Wire density map:
Scale bar: 20 um. 14 x 25 tiles, from dark blue (low) to red (high), scaled to the fullest tile. Values are wire area over tile area, all layers added.
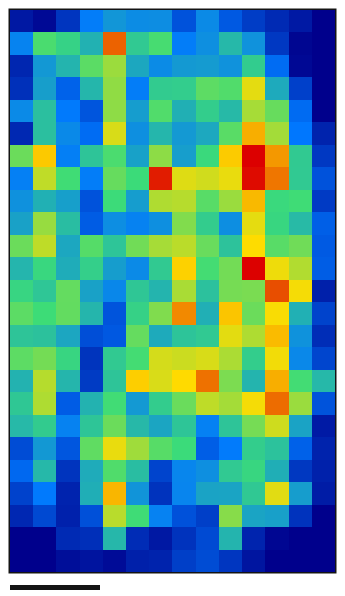
Routed metal, one color a layer:
Scale bar: 20 um.
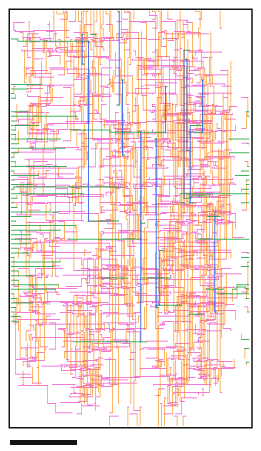
Register map, names as in the netlist:
Scale bar: 20 um. Other sequential cells in the stronger gray, the rest of the logic in the fainter gray.
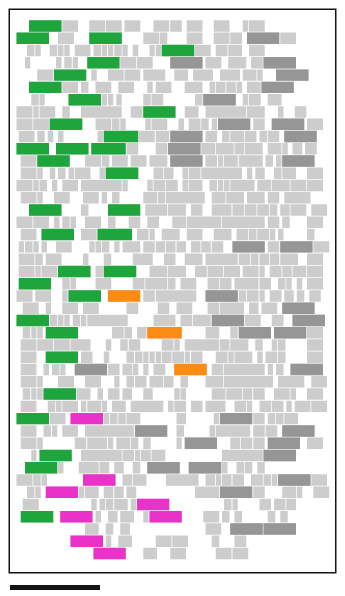
Placed cells, one color a class:
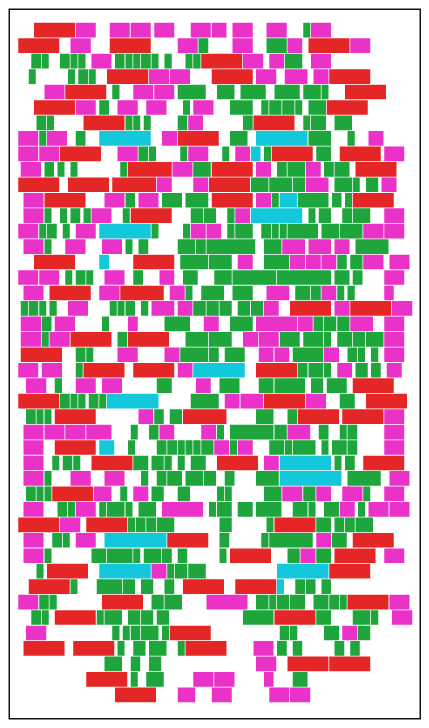
Routing congestion map:
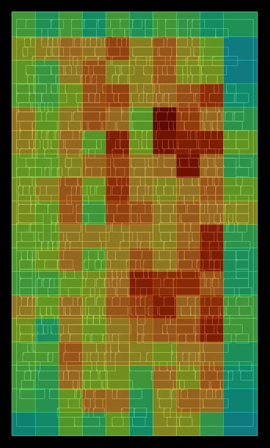
<file path="config.mk">
export PLATFORM = sky130hd
export DESIGN_NAME = core_sequencer
export DESIGN_NICKNAME = d
export VERILOG_FILES = /design/src/rtl/core_pkg.sv /design/src/rtl/ack_timeout.sv /design/src/rtl/core_sequencer.sv
export SDC_FILE = /design/constraint.sdc
export NUM_CORES = 1
export LEC_CHECK = 0
export CAP_MARGIN = 15
export CORE_ASPECT_RATIO = 1.75
export CORE_MARGIN = 1
export CORE_UTILIZATION = 42
export CTS_CLUSTER_DIAMETER = 30
export DETAILED_ROUTE_END_ITERATION = 8
export PLACE_DENSITY_LB_ADDON = 0.12
export SLEW_MARGIN = 20
export SYNTH_ARGS = -nofsm -noshare
export SYNTH_HDL_FRONTEND = slang
export SYNTH_SLANG_ARGS = --single-unit
</file>
<file path="constraint.sdc">
create_clock -name clk -period 2.5 [get_ports clk]
set_clock_uncertainty 0.15 [all_clocks]
set_input_delay 0.625 -clock clk [delete_from_list [all_inputs] [get_ports clk]]
set_output_delay 0.625 -clock clk [all_outputs]
set_load 0.01 [all_outputs]
</file>
<file path="src/rtl/core_pkg.sv">
// rtl/core_pkg.sv - shared opcodes, state encoding, trap causes and select encodings
package core_pkg;

    typedef enum logic [2:0] {
        ST_IDLE   = 3'd0,
        ST_FETCH  = 3'd1,
        ST_DECODE = 3'd2,
        ST_EXEC   = 3'd3,
        ST_MEM    = 3'd4,
        ST_WB     = 3'd5,
        ST_TRAP   = 3'd7
    } state_t;

    localparam logic [6:0] OP_R     = 7'b0000001;
    localparam logic [6:0] OP_RIMM  = 7'b0101001;
    localparam logic [6:0] OP_LUI   = 7'b1111001;
    localparam logic [6:0] OP_LOAD  = 7'b0101010;
    localparam logic [6:0] OP_STORE = 7'b1001010;
    localparam logic [6:0] OP_BRANCH = 7'b1010011;
    localparam logic [6:0] OP_JAL   = 7'b1111011;
    localparam logic [6:0] OP_JALR  = 7'b1011011;

    localparam logic [1:0] CAUSE_NONE    = 2'd0;
    localparam logic [1:0] CAUSE_ILLEGAL = 2'd1;
    localparam logic [1:0] CAUSE_IMEM_TO = 2'd2;
    localparam logic [1:0] CAUSE_DMEM_TO = 2'd3;

    localparam logic [1:0] WB_ALU = 2'd0;
    localparam logic [1:0] WB_MEM = 2'd1;
    localparam logic [1:0] WB_PC4 = 2'd2;

    localparam logic [1:0] PC_PLUS4 = 2'd0;
    localparam logic [1:0] PC_IMM   = 2'd1;
    localparam logic [1:0] PC_ALU   = 2'd2;

    function automatic logic is_legal_opcode(input logic [6:0] op);
        case (op)
            OP_R, OP_RIMM, OP_LUI, OP_LOAD, OP_STORE,
            OP_BRANCH, OP_JAL, OP_JALR: return 1'b1;
            default:                    return 1'b0;
        endcase
    endfunction

endpackage

</file>
<file path="src/rtl/ack_timeout.sv">
// rtl/ack_timeout.sv - wait-cycle counter flagging the last allowed cycle before a memory timeout
module ack_timeout #(
    parameter int MEM_TIMEOUT = 255
) (
    input  logic clk,
    input  logic rst,
    input  logic clear,
    input  logic inc,
    output logic expired
);
    localparam int CW = (MEM_TIMEOUT < 2) ? 1 : $clog2(MEM_TIMEOUT + 1);
    localparam logic [CW-1:0] LIMIT = CW'(MEM_TIMEOUT - 1);

    logic [CW-1:0] cnt;

    // counts cycles already spent waiting; expired marks the final allowed cycle
    always_ff @(posedge clk) begin
        if (rst || clear) begin
            cnt <= '0;
        end else if (inc && !expired) begin
            cnt <= cnt + CW'(1);
        end
    end

    assign expired = (cnt == LIMIT);

endmodule

</file>
<file path="src/rtl/core_sequencer.sv">
// rtl/core_sequencer.sv - multi-cycle fetch/decode/exec/mem/wb sequencer with retire counter and traps
module core_sequencer
    import core_pkg::*;
#(
    parameter int MEM_TIMEOUT = 255,
    parameter int CNT_W       = 32
) (
    input  logic             clk,
    input  logic             rst,
    input  logic             run,
    output logic             imem_req,
    input  logic             imem_ack,
    input  logic [31:0]      imem_rdata,
    output logic [31:0]      ir,
    output logic             dmem_req,
    output logic             dmem_we,
    input  logic             dmem_ack,
    input  logic             branch_taken,
    output logic             reg_we,
    output logic [1:0]       wb_sel,
    output logic             pc_we,
    output logic [1:0]       pc_sel,
    output logic [2:0]       state,
    output logic             trap,
    output logic [1:0]       trap_cause,
    output logic [CNT_W-1:0] instr_count
);
    state_t     state_q, state_d;
    logic [6:0] opcode;
    logic       is_load, is_store, is_branch, is_jal, is_jalr;
    logic       waiting, wait_ack, expired;
    logic       retire, set_trap;
    logic [1:0] cause_d;

    assign opcode    = ir[6:0];
    assign is_load   = (opcode == OP_LOAD);
    assign is_store  = (opcode == OP_STORE);
    assign is_branch = (opcode == OP_BRANCH);
    assign is_jal    = (opcode == OP_JAL);
    assign is_jalr   = (opcode == OP_JALR);
    assign state     = state_q;

    // one timer serves both memory phases; an ack restarts it for the next wait
    assign waiting  = (state_q == ST_FETCH) || (state_q == ST_MEM);
    assign wait_ack = (state_q == ST_FETCH) ? imem_ack : dmem_ack;

    ack_timeout #(.MEM_TIMEOUT(MEM_TIMEOUT)) u_timeout (
        .clk     (clk),
        .rst     (rst),
        .clear   (!waiting || wait_ack),
        .inc     (waiting && !wait_ack),
        .expired (expired)
    );

    // state register, instruction latch, retire counter and sticky trap
    always_ff @(posedge clk) begin
        if (rst) begin
            state_q     <= ST_IDLE;
            ir          <= '0;
            instr_count <= '0;
            trap        <= 1'b0;
            trap_cause  <= CAUSE_NONE;
        end else begin
            state_q <= state_d;
            if (state_q == ST_FETCH && imem_ack) begin
                ir <= imem_rdata;
            end
            if (retire) begin
                instr_count <= instr_count + CNT_W'(1);
            end
            if (set_trap) begin
                trap       <= 1'b1;
                trap_cause <= cause_d;
            end
        end
    end

    // next-state and phase strobes; reqs depend on state only, never on acks
    always_comb begin
        state_d  = state_q;
        imem_req = 1'b0;
        dmem_req = 1'b0;
        dmem_we  = 1'b0;
        reg_we   = 1'b0;
        pc_we    = 1'b0;
        wb_sel   = WB_ALU;
        pc_sel   = PC_PLUS4;
        retire   = 1'b0;
        set_trap = 1'b0;
        cause_d  = CAUSE_NONE;
        case (state_q)
            ST_IDLE: begin
                if (run) state_d = ST_FETCH;
            end
            ST_FETCH: begin
                imem_req = 1'b1;
                if (imem_ack) begin
                    state_d = ST_DECODE;
                end else if (expired) begin
                    state_d  = ST_TRAP;
                    set_trap = 1'b1;
                    cause_d  = CAUSE_IMEM_TO;
                end
            end
            ST_DECODE: begin
                if (is_legal_opcode(opcode)) begin
                    state_d = ST_EXEC;
                end else begin
                    state_d  = ST_TRAP;
                    set_trap = 1'b1;
                    cause_d  = CAUSE_ILLEGAL;
                end
            end
            ST_EXEC: begin
                if (is_load || is_store) begin
                    state_d = ST_MEM;
                end else if (is_branch) begin
                    pc_we  = 1'b1;
                    pc_sel = branch_taken ? PC_IMM : PC_PLUS4;
                    retire = 1'b1;
                end else begin
                    state_d = ST_WB;
                end
            end
            ST_MEM: begin
                dmem_req = 1'b1;
                dmem_we  = is_store;
                if (dmem_ack) begin
                    if (is_store) begin
                        pc_we  = 1'b1;
                        retire = 1'b1;
                    end else begin
                        state_d = ST_WB;
                    end
                end else if (expired) begin
                    state_d  = ST_TRAP;
                    set_trap = 1'b1;
                    cause_d  = CAUSE_DMEM_TO;
                end
            end
            ST_WB: begin
                reg_we = 1'b1;
                pc_we  = 1'b1;
                retire = 1'b1;
                if (is_load)               wb_sel = WB_MEM;
                else if (is_jal || is_jalr) wb_sel = WB_PC4;
                if (is_jal)       pc_sel = PC_IMM;
                else if (is_jalr) pc_sel = PC_ALU;
            end
            ST_TRAP: begin
                state_d = ST_TRAP;
            end
            default: begin
                state_d = ST_IDLE;
            end
        endcase
        // a retiring instruction always finishes; run only decides whether to fetch again
        if (retire) begin
            state_d = run ? ST_FETCH : ST_IDLE;
        end
    end

endmodule

</file>
==> out/metrics.yaml <==
placement:
  gp_congestion: 0.844
final_timing:
  final_hold_viol_count: 0
  setup_slack_ps: -280
  finalSetupViolCount: 20
  fin_crit_sh: 1.11
  maxSlewHeadroom: 0.732
  fmax_mhz: 360
layout:
  comb_share: 0.363
  inverters_excl_clock: 14
  num-multi-input-gates: 335
  nonClkBufAreaFrac: 0.284
  nets: 657
  n_all_buffers: 178
grt:
  grt_pass1_wl_um: 17900
  grt_pass1_vias: 3771
run_status:
  status: "complete, but fails checks"
  violations: "setup timing"
yosys:
  fp_nets: 497
clock_tree:
  cts_sinks: 78
  insertion_delay_ps: 340
detailed_routing:
  final_antenna_net_count: 0
  first_iter_violations: 162
flow_run:
  warnings: 30
power_and_ir_drop:
  p_leak_nw: 2.08
worst_hold_path:
  min_from: "ir[14]"
Notes on 'wire density map' above:
tiles over half the peak: 32%
fullest tile: 0.51
nearly empty tiles: 5.4%
mean over tiles: 0.20
emptiest ninth of the die: lower left
final wirelength: 11,200 um
via count: 3,935
wire per inst: 15.2 um
Total GRT Usage: 0.251

Notes on 'routed metal, one color a layer' above:
legend:
  metal 4:
    color: blue
    wire_length: 394 um
  metal 1:
    color: magenta
    wire_length: 4,160 um
  metal 2:
    color: orange
    wire_length: 6,010 um
  metal 3:
    color: green
    wire_length: 598 um

Notes on 'register map, names as in the netlist' above:
legend:
  u_timeout.cnt:
    color: magenta
    sequential_cells: 8
    where: lower left
  ir:
    color: green
    sequential_cells: 32
  state:
    color: orange
    sequential_cells: 3
Flop area: 0.00157 mm^2
flop share of the area: 0.266
Layout Utilization: 0.710
sequential power: 1.38 mW

Notes on 'placed cells, one color a class' above:
legend:
  combinational and other logic:
    color: green
    cells: 349
  remaining buffers and delay cells:
    color: magenta
    cells: 178
  clock drivers and dummy loads:
    color: cyan
    cells: 16
  sequential cells:
    color: red
    cells: 78
num rows: 44
area of the core: 0.00831 mm^2
Final Cell Area: 0.00590 mm^2

Notes on 'routing congestion map' above:
met3 Usage GRT: 0.0639
global routing's busiest layer: met2
met1 Use GR: 0.278
met2 usage: 0.446

==> state kept, by name, summed over array words and instances, names as in the netlist <==
register,count
ir,32
instr_count,32
u_timeout.cnt,8
trap,1
state,3
trap_cause,2
==> power by group <==
part / total [mW] / switching, mW / internal [mW] / leakage, nW
clock: 1.38 / 0.512 / 0.872 / 0.152
combinational: 0.873 / 0.435 / 0.438 / 1.29
sequential: 1.38 / 0.0497 / 1.33 / 0.633
==> what timing repair did <==
item | CTS | global route
hold endpoints to repair | 0 | 0
hold buffers | 0 | 0
resized | 49 | 45
pin swaps | 8 | 21
endpoints found under the setup margin | 26 | 31
buffers inserted | 6 | 9
==> metal layers <==
layer  wire, um  track usage  share of wire  up-vias
li1           -            -              -     1938
met1       4160        0.278           0.37     1845
met2       6010        0.446           0.54      123
met3        598       0.0639          0.054       29
met4        394       0.0992          0.035        0
met5          0            0              0        -
==> kinds of logic (layout without fill, tap and decap cells) <==
| group | count (synthesis) | after routing | share of synthesized area |
|---|---|---|---|
| DFF | 78 | 78 | 0.433 |
| buffers and inverters | 43 | 208 | 0.0451 |
| AOI/OAI and AO/OA | 108 | 108 | 0.183 |
| adders and majority gates | 3 | 3 | 0.0104 |
| xor gates and xnor gates | 16 | 16 | 0.0388 |
| and+or+nand+nor | 205 | 205 | 0.280 |
| muxes | 3 | 3 | 0.00902 |
==> critical path, delay by kind of cell, from the launching register on <==
family | cells | cell delay, ps
buf+inv | 1 | 140
mux | 1 | 310
flops | 1 | 320
compound gates | 1 | 360
simple gates | 3 | 1410
==> per-stage QoR <==
stage / setup TNS (ps) / util / hold WS [ps]
CTS: -2530 / 0.683 / 307
detailed placement: -13450 / 0.627 / 298
finish: -2620 / 0.710 / 305
global route: -4510 / 0.710 / 323
global placement: -12250 / 0.627 / 291
floorplan: -904 / - / 321
No activity file was given, so power comes from the tool's default toggle rates.
